[src/rtl/sigmoid_pkg.sv]
// Shared constants and error-flag indices for the sigmoid datapath and its result buffer.
package sigmoid_pkg;

    localparam int DATA_W  = 16;
    localparam int SIG_LAT = 5;

    typedef enum logic [1:0] {
        ERR_OVF    = 2'd0,
        ERR_NOCRED = 2'd1,
        ERR_SPUR   = 2'd2
    } err_idx_e;

endpackage

[src/rtl/sigmoid_sync_fifo.sv]
// Synchronous FIFO with a registered show-ahead head; pushes into a full FIFO are dropped
// unless a pop happens in the same cycle.
module sigmoid_sync_fifo #(
    parameter  int DATA_W = 16,
    parameter  int DEPTH  = 8,
    localparam int AW     = $clog2(DEPTH),
    localparam int CW     = $clog2(DEPTH + 1)
) (
    input  logic              clk,
    input  logic              rst,
    input  logic              push,
    input  logic [DATA_W-1:0] push_data,
    input  logic              pop_ready,
    output logic              m_valid,
    output logic [DATA_W-1:0] m_data,
    output logic [CW-1:0]     count,
    output logic              ovf
);

    localparam logic [CW-1:0] FULL_C = CW'(DEPTH);

    logic [DATA_W-1:0] mem_r [DEPTH];
    logic [AW-1:0]     wr_ptr_r;
    logic [AW-1:0]     rd_ptr_r;
    logic [AW-1:0]     rd_ptr_nxt_s;
    logic [CW-1:0]     count_r;
    logic [CW-1:0]     count_nxt_s;
    logic              m_valid_r;
    logic [DATA_W-1:0] m_data_r;
    logic [DATA_W-1:0] head_nxt_s;
    logic              pop_s;
    logic              full_s;
    logic              push_acc_s;
    logic              ovf_s;

    // Next-state for pointers, occupancy and the show-ahead head value.
    always_comb begin
        pop_s      = m_valid_r && pop_ready;
        full_s     = (count_r == FULL_C);
        push_acc_s = push && (!full_s || pop_s);
        ovf_s      = push && full_s && !pop_s;

        if (pop_s) begin
            rd_ptr_nxt_s = rd_ptr_r + AW'(1);
        end else begin
            rd_ptr_nxt_s = rd_ptr_r;
        end

        case ({push_acc_s, pop_s})
            2'b10:   count_nxt_s = count_r + CW'(1);
            2'b01:   count_nxt_s = count_r - CW'(1);
            default: count_nxt_s = count_r;
        endcase

        // The slot being written this cycle becomes the head when it lands on the next read pointer.
        if (push_acc_s && (wr_ptr_r == rd_ptr_nxt_s)) begin
            head_nxt_s = push_data;
        end else begin
            head_nxt_s = mem_r[rd_ptr_nxt_s];
        end
    end

    // Storage array write port.
    always_ff @(posedge clk) begin
        if (push_acc_s) begin
            mem_r[wr_ptr_r] <= push_data;
        end
    end

    // Pointers, occupancy and registered head outputs.
    always_ff @(posedge clk) begin
        if (!rst) begin
            wr_ptr_r  <= {AW{1'b0}};
            rd_ptr_r  <= {AW{1'b0}};
            count_r   <= {CW{1'b0}};
            m_valid_r <= 1'b0;
            m_data_r  <= {DATA_W{1'b0}};
        end else begin
            if (push_acc_s) begin
                wr_ptr_r <= wr_ptr_r + AW'(1);
            end
            rd_ptr_r  <= rd_ptr_nxt_s;
            count_r   <= count_nxt_s;
            m_valid_r <= (count_nxt_s != {CW{1'b0}});
            if (count_nxt_s != {CW{1'b0}}) begin
                m_data_r <= head_nxt_s;
            end
        end
    end

    assign m_valid = m_valid_r;
    assign m_data  = m_data_r;
    assign count   = count_r;
    assign ovf     = ovf_s;

endmodule

[src/rtl/sigmoid_result_fifo.sv]
// Result buffer behind the non-stallable sigmoid pipeline: captures every result, hands out
// issue credits so a result always finds a free slot, and keeps sticky error flags.
module sigmoid_result_fifo #(
    parameter  int DATA_W   = sigmoid_pkg::DATA_W,
    parameter  int DEPTH    = 8,
    parameter  int PIPE_LAT = sigmoid_pkg::SIG_LAT,
    localparam int CW       = $clog2(DEPTH + 1)
) (
    input  logic              clk,
    input  logic              rst,
    input  logic              issue_valid,
    output logic              issue_ok,
    input  logic              res_valid,
    input  logic [DATA_W-1:0] res_data,
    output logic              m_valid,
    input  logic              m_ready,
    output logic [DATA_W-1:0] m_data,
    output logic [CW-1:0]     count,
    output logic [CW-1:0]     in_flight,
    output logic [2:0]        err
);

    import sigmoid_pkg::*;

    localparam logic [CW-1:0] FULL_C  = CW'(DEPTH);
    localparam logic [CW:0]   DEPTH_C = (CW + 1)'(DEPTH);

    if ((DEPTH < PIPE_LAT + 1) || ((DEPTH & (DEPTH - 1)) != 0)) begin : g_cfg_err
        $error("sigmoid_result_fifo: DEPTH must be a power of two and at least PIPE_LAT+1");
    end

    logic [CW-1:0] count_s;
    logic          ovf_s;
    logic [CW-1:0] in_flight_r;
    logic [CW-1:0] in_flight_nxt_s;
    logic [2:0]    err_r;
    logic [2:0]    err_nxt_s;
    logic [CW:0]   credit_sum_s;
    logic          issue_ok_s;
    logic          spur_s;
    logic          nocred_s;

    sigmoid_sync_fifo #(
        .DATA_W (DATA_W),
        .DEPTH  (DEPTH)
    ) u_fifo (
        .clk       (clk),
        .rst       (rst),
        .push      (res_valid),
        .push_data (res_data),
        .pop_ready (m_ready),
        .m_valid   (m_valid),
        .m_data    (m_data),
        .count     (count_s),
        .ovf       (ovf_s)
    );

    // Credit check, in-flight tracking and error-flag next state.
    always_comb begin
        // Only registered state and rst feed the credit so m_ready/res_valid never reach issue_ok.
        credit_sum_s = {1'b0, count_s} + {1'b0, in_flight_r};
        issue_ok_s   = rst && (credit_sum_s < DEPTH_C);
        spur_s       = res_valid && (in_flight_r == {CW{1'b0}});
        nocred_s     = issue_valid && !issue_ok_s;

        case ({issue_valid, res_valid})
            2'b10: begin
                if (in_flight_r != FULL_C) begin
                    in_flight_nxt_s = in_flight_r + CW'(1);
                end else begin
                    in_flight_nxt_s = in_flight_r;
                end
            end
            2'b01: begin
                if (in_flight_r != {CW{1'b0}}) begin
                    in_flight_nxt_s = in_flight_r - CW'(1);
                end else begin
                    in_flight_nxt_s = in_flight_r;
                end
            end
            default: in_flight_nxt_s = in_flight_r;
        endcase

        err_nxt_s             = err_r;
        err_nxt_s[ERR_OVF]    = err_r[ERR_OVF] | ovf_s;
        err_nxt_s[ERR_NOCRED] = err_r[ERR_NOCRED] | nocred_s;
        err_nxt_s[ERR_SPUR]   = err_r[ERR_SPUR] | spur_s;
    end

    // In-flight counter and sticky error flags.
    always_ff @(posedge clk) begin
        if (!rst) begin
            in_flight_r <= {CW{1'b0}};
            err_r       <= 3'b000;
        end else begin
            in_flight_r <= in_flight_nxt_s;
            err_r       <= err_nxt_s;
        end
    end

    assign issue_ok  = issue_ok_s;
    assign count     = count_s;
    assign in_flight = in_flight_r;
    assign err       = err_r;

endmodule

[config.mk]
export PLATFORM = sky130hd
export DESIGN_NAME = sigmoid_result_fifo
export DESIGN_NICKNAME = d
export VERILOG_FILES = /design/src/rtl/sigmoid_pkg.sv /design/src/rtl/sigmoid_sync_fifo.sv /design/src/rtl/sigmoid_result_fifo.sv
export SDC_FILE = /design/constraint.sdc
export NUM_CORES = 1
export LEC_CHECK = 0
export CORE_UTILIZATION = 50
export DETAILED_ROUTE_END_ITERATION = 8
export PLACE_DENSITY_LB_ADDON = 0.12
export SKIP_CTS_REPAIR_TIMING = 1
export SLEW_MARGIN = 20
export SYNTH_ARGS = -nofsm -noshare
export SYNTH_HDL_FRONTEND = slang
export SYNTH_SLANG_ARGS = --single-unit
[constraint.sdc]
create_clock -name clk -period 8.3 [get_ports clk]
set_input_delay 2.075 -clock clk [delete_from_list [all_inputs] [get_ports clk]]
set_output_delay 2.075 -clock clk [all_outputs]
set_load 0.01 [all_outputs]
==> images/zoom.png <==
Scale bar: 10 um. Window x 47 to 72, y 23 to 48 um. Cells in grey, sequential cells in the stronger grey; small squares are vias.
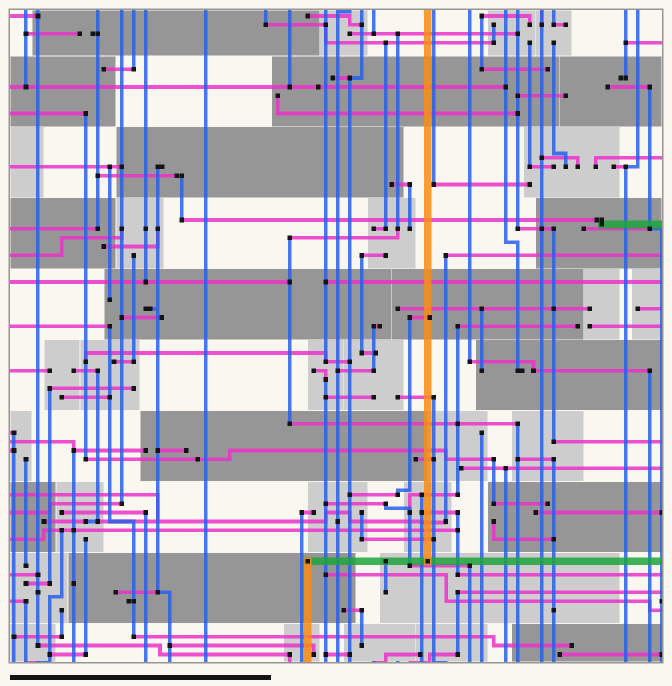
- met4: orange
- met3: green
- met2: blue
- met1: magenta
- sequential cells in the window: 10
- netlist names of flops here include: u_fifo.mem_r (9), u_fifo.m_data (1)
- cells with their middle in the window: 32
- most frequent: edfxtp_1 (9), nand3_1 (4), nand2_1 (4)

==> images/gate_families.png <==
Scale bar: 20 um.
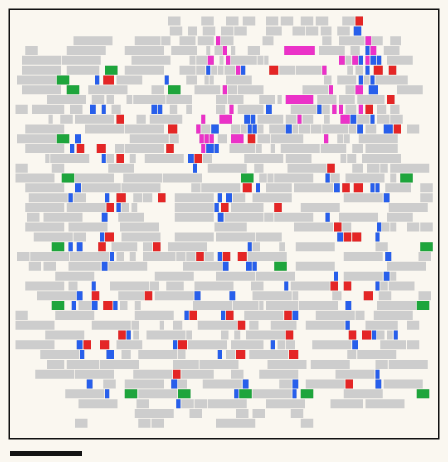
- multiplexers: green (cells 18; most used mux2i_1; where all over the die)
- NAND gates: blue (cells 102; most used nand2_1; where all over the die)
- NOR gates: magenta (cells 31; most used nor2_1)
- AND and OR gates: red (cells 55; most used and3_1)
non-filler instance count after layout: 767
combinational share of cell area: 26.2%
dominant logic cell type in the layout: edfxtp_1

==> images/wire_density.png <==
The die is cut into 24 by 24 equal tiles; black is low, pale yellow is high, scaled to the fullest tile. Values are wire area over tile area, all layers added.
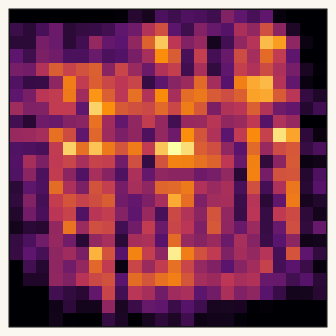
- mean over tiles: 0.17
- fullest tile: 0.50
- nearly empty tiles: 8.5%
- tiles over half the peak: 27%
- densest ninth of the die: centre

==> images/clock_map.png <==
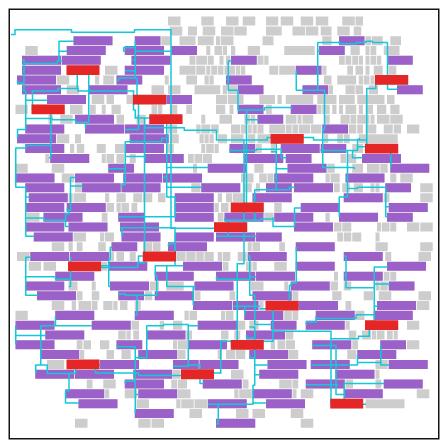
- flip-flops: purple (count 162)
- cells driving clock nets: red (count 17)
- clock wires: cyan (length 1800 um)
- routed clock nets: 18

==> images/final_placement.png <==
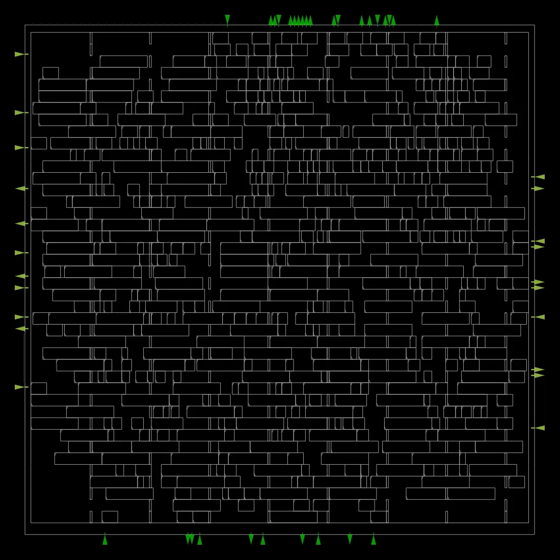
flip-flops: 162
core area: 13200 um^2

==> results.sh <==
# flow metrics
export IMPL_p_per_area_nw_per_um2=269
export IMPL_adder_share_pct=2.13
export IMPL_power_leakage_nw=2.88
export IMPL_regToRegEndpoint="u_fifo.m_data[14]"
export IMPL_grt_max_degree=49
export IMPL_cts_tree="yes"
export IMPL_top_cell="edfxtp_1"
export IMPL_slowest_stage="clkdlybuf4s50_1"
export IMPL_design_die_area_um2=14100
export IMPL_power_frac_seq_pct=45.1
export IMPL_yosysCellCount=529
export IMPL_pg_clk_mw=0.756
export IMPL_rr_startpoint="u_fifo.m_valid"
export IMPL_worstSkewPairLatency_ps=430
export IMPL_route_met3_wl_um=841
export IMPL_critical_path_buf_inv_count=4
export IMPL_final_period_utilization_pct=77.3
export IMPL_finalWorstSetupSlack_ps=1890
export IMPL_cts_sinks=162
export IMPL_drt_wl_total_mm=15.4
export IMPL_dp_cells=735
export IMPL_synth_edff_count=128
export IMPL_status="finished, final reports clean"
export IMPL_dr_wl_met2_mm=7.55
export IMPL_dominant_cells="registers"
export IMPL_slew_headroom_pct=29.2
export IMPL_postSynth_topFlopCell="edfxtp_1"
export IMPL_crit_fanout=20
export IMPL_die_h_um=119
export IMPL_buffer_area_share_pct=7.56
export IMPL_synthAoiAreaFrac_pct=9.82
export IMPL_pre_cts_slack_ps=1880
export IMPL_cpMostUsedCell="clkdlybuf4s50_1"
export IMPL_vias=4480
export IMPL_numPortBuffers=49
export IMPL_rsz0062_at_grt="false"
export IMPL_die_w_um=119
export IMPL_nMultiInputCombCells=325
export IMPL_warning_count=27
export IMPL_clk_pin_slew_ps=60
export IMPL_hold_viol_final=0
export IMPL_ys_sh_mux_pct=2.65
export IMPL_fin_hold_ws_ps=464
export IMPL_syn_area_per_cell_um2=12.9
export IMPL_rows=42
export IMPL_required_ps=6230
export IMPL_min_to="err[1]"
export IMPL_placed_area_um2=7500
export IMPL_ys_sh_xor_pct=1.67
export IMPL_hold_path_class="register to register"
export IMPL_logic_family="simple AND/OR/NAND/NOR gates"
export IMPL_top_area_share_pct=56.5
export IMPL_comb_power_mw=0.435
export IMPL_cp_start_kind="input port"
export IMPL_layout_top_cells="edfxtp_1, nand2_1, clkdlybuf4s50_1, nand3_1, dfxtp_1"
export IMPL_netSwitchingPower_mw=0.587
per-layer routing:
layer / global-route usage (%) / up-vias
li1: - / 2124
met1: 30.8 / 2210
met2: 37.4 / 124
met3: 6.90 / 22
met4: 9.10 / 0
met5: 0 / -
flip-flops by register name, indices dropped and copies added (netlist names):
name,count
err,3
in_flight,4
u_fifo.count,4
u_fifo.m_data,16
u_fifo.m_valid,1
u_fifo.mem_r,128
u_fifo.rd_ptr_r,3
u_fifo.wr_ptr_r,3
how the worst max path moves through the flow:
stage / endpoint / slack, ps / cells past startpoint
after floorplan: issue_ok / 3440 / 3
after global placement: issue_ok / 1930 / 6
after detailed placement: issue_ok / 1880 / 6
after CTS: issue_ok / 1870 / 6
after global routing: issue_ok / 1760 / 6
final: issue_ok / 1890 / 6
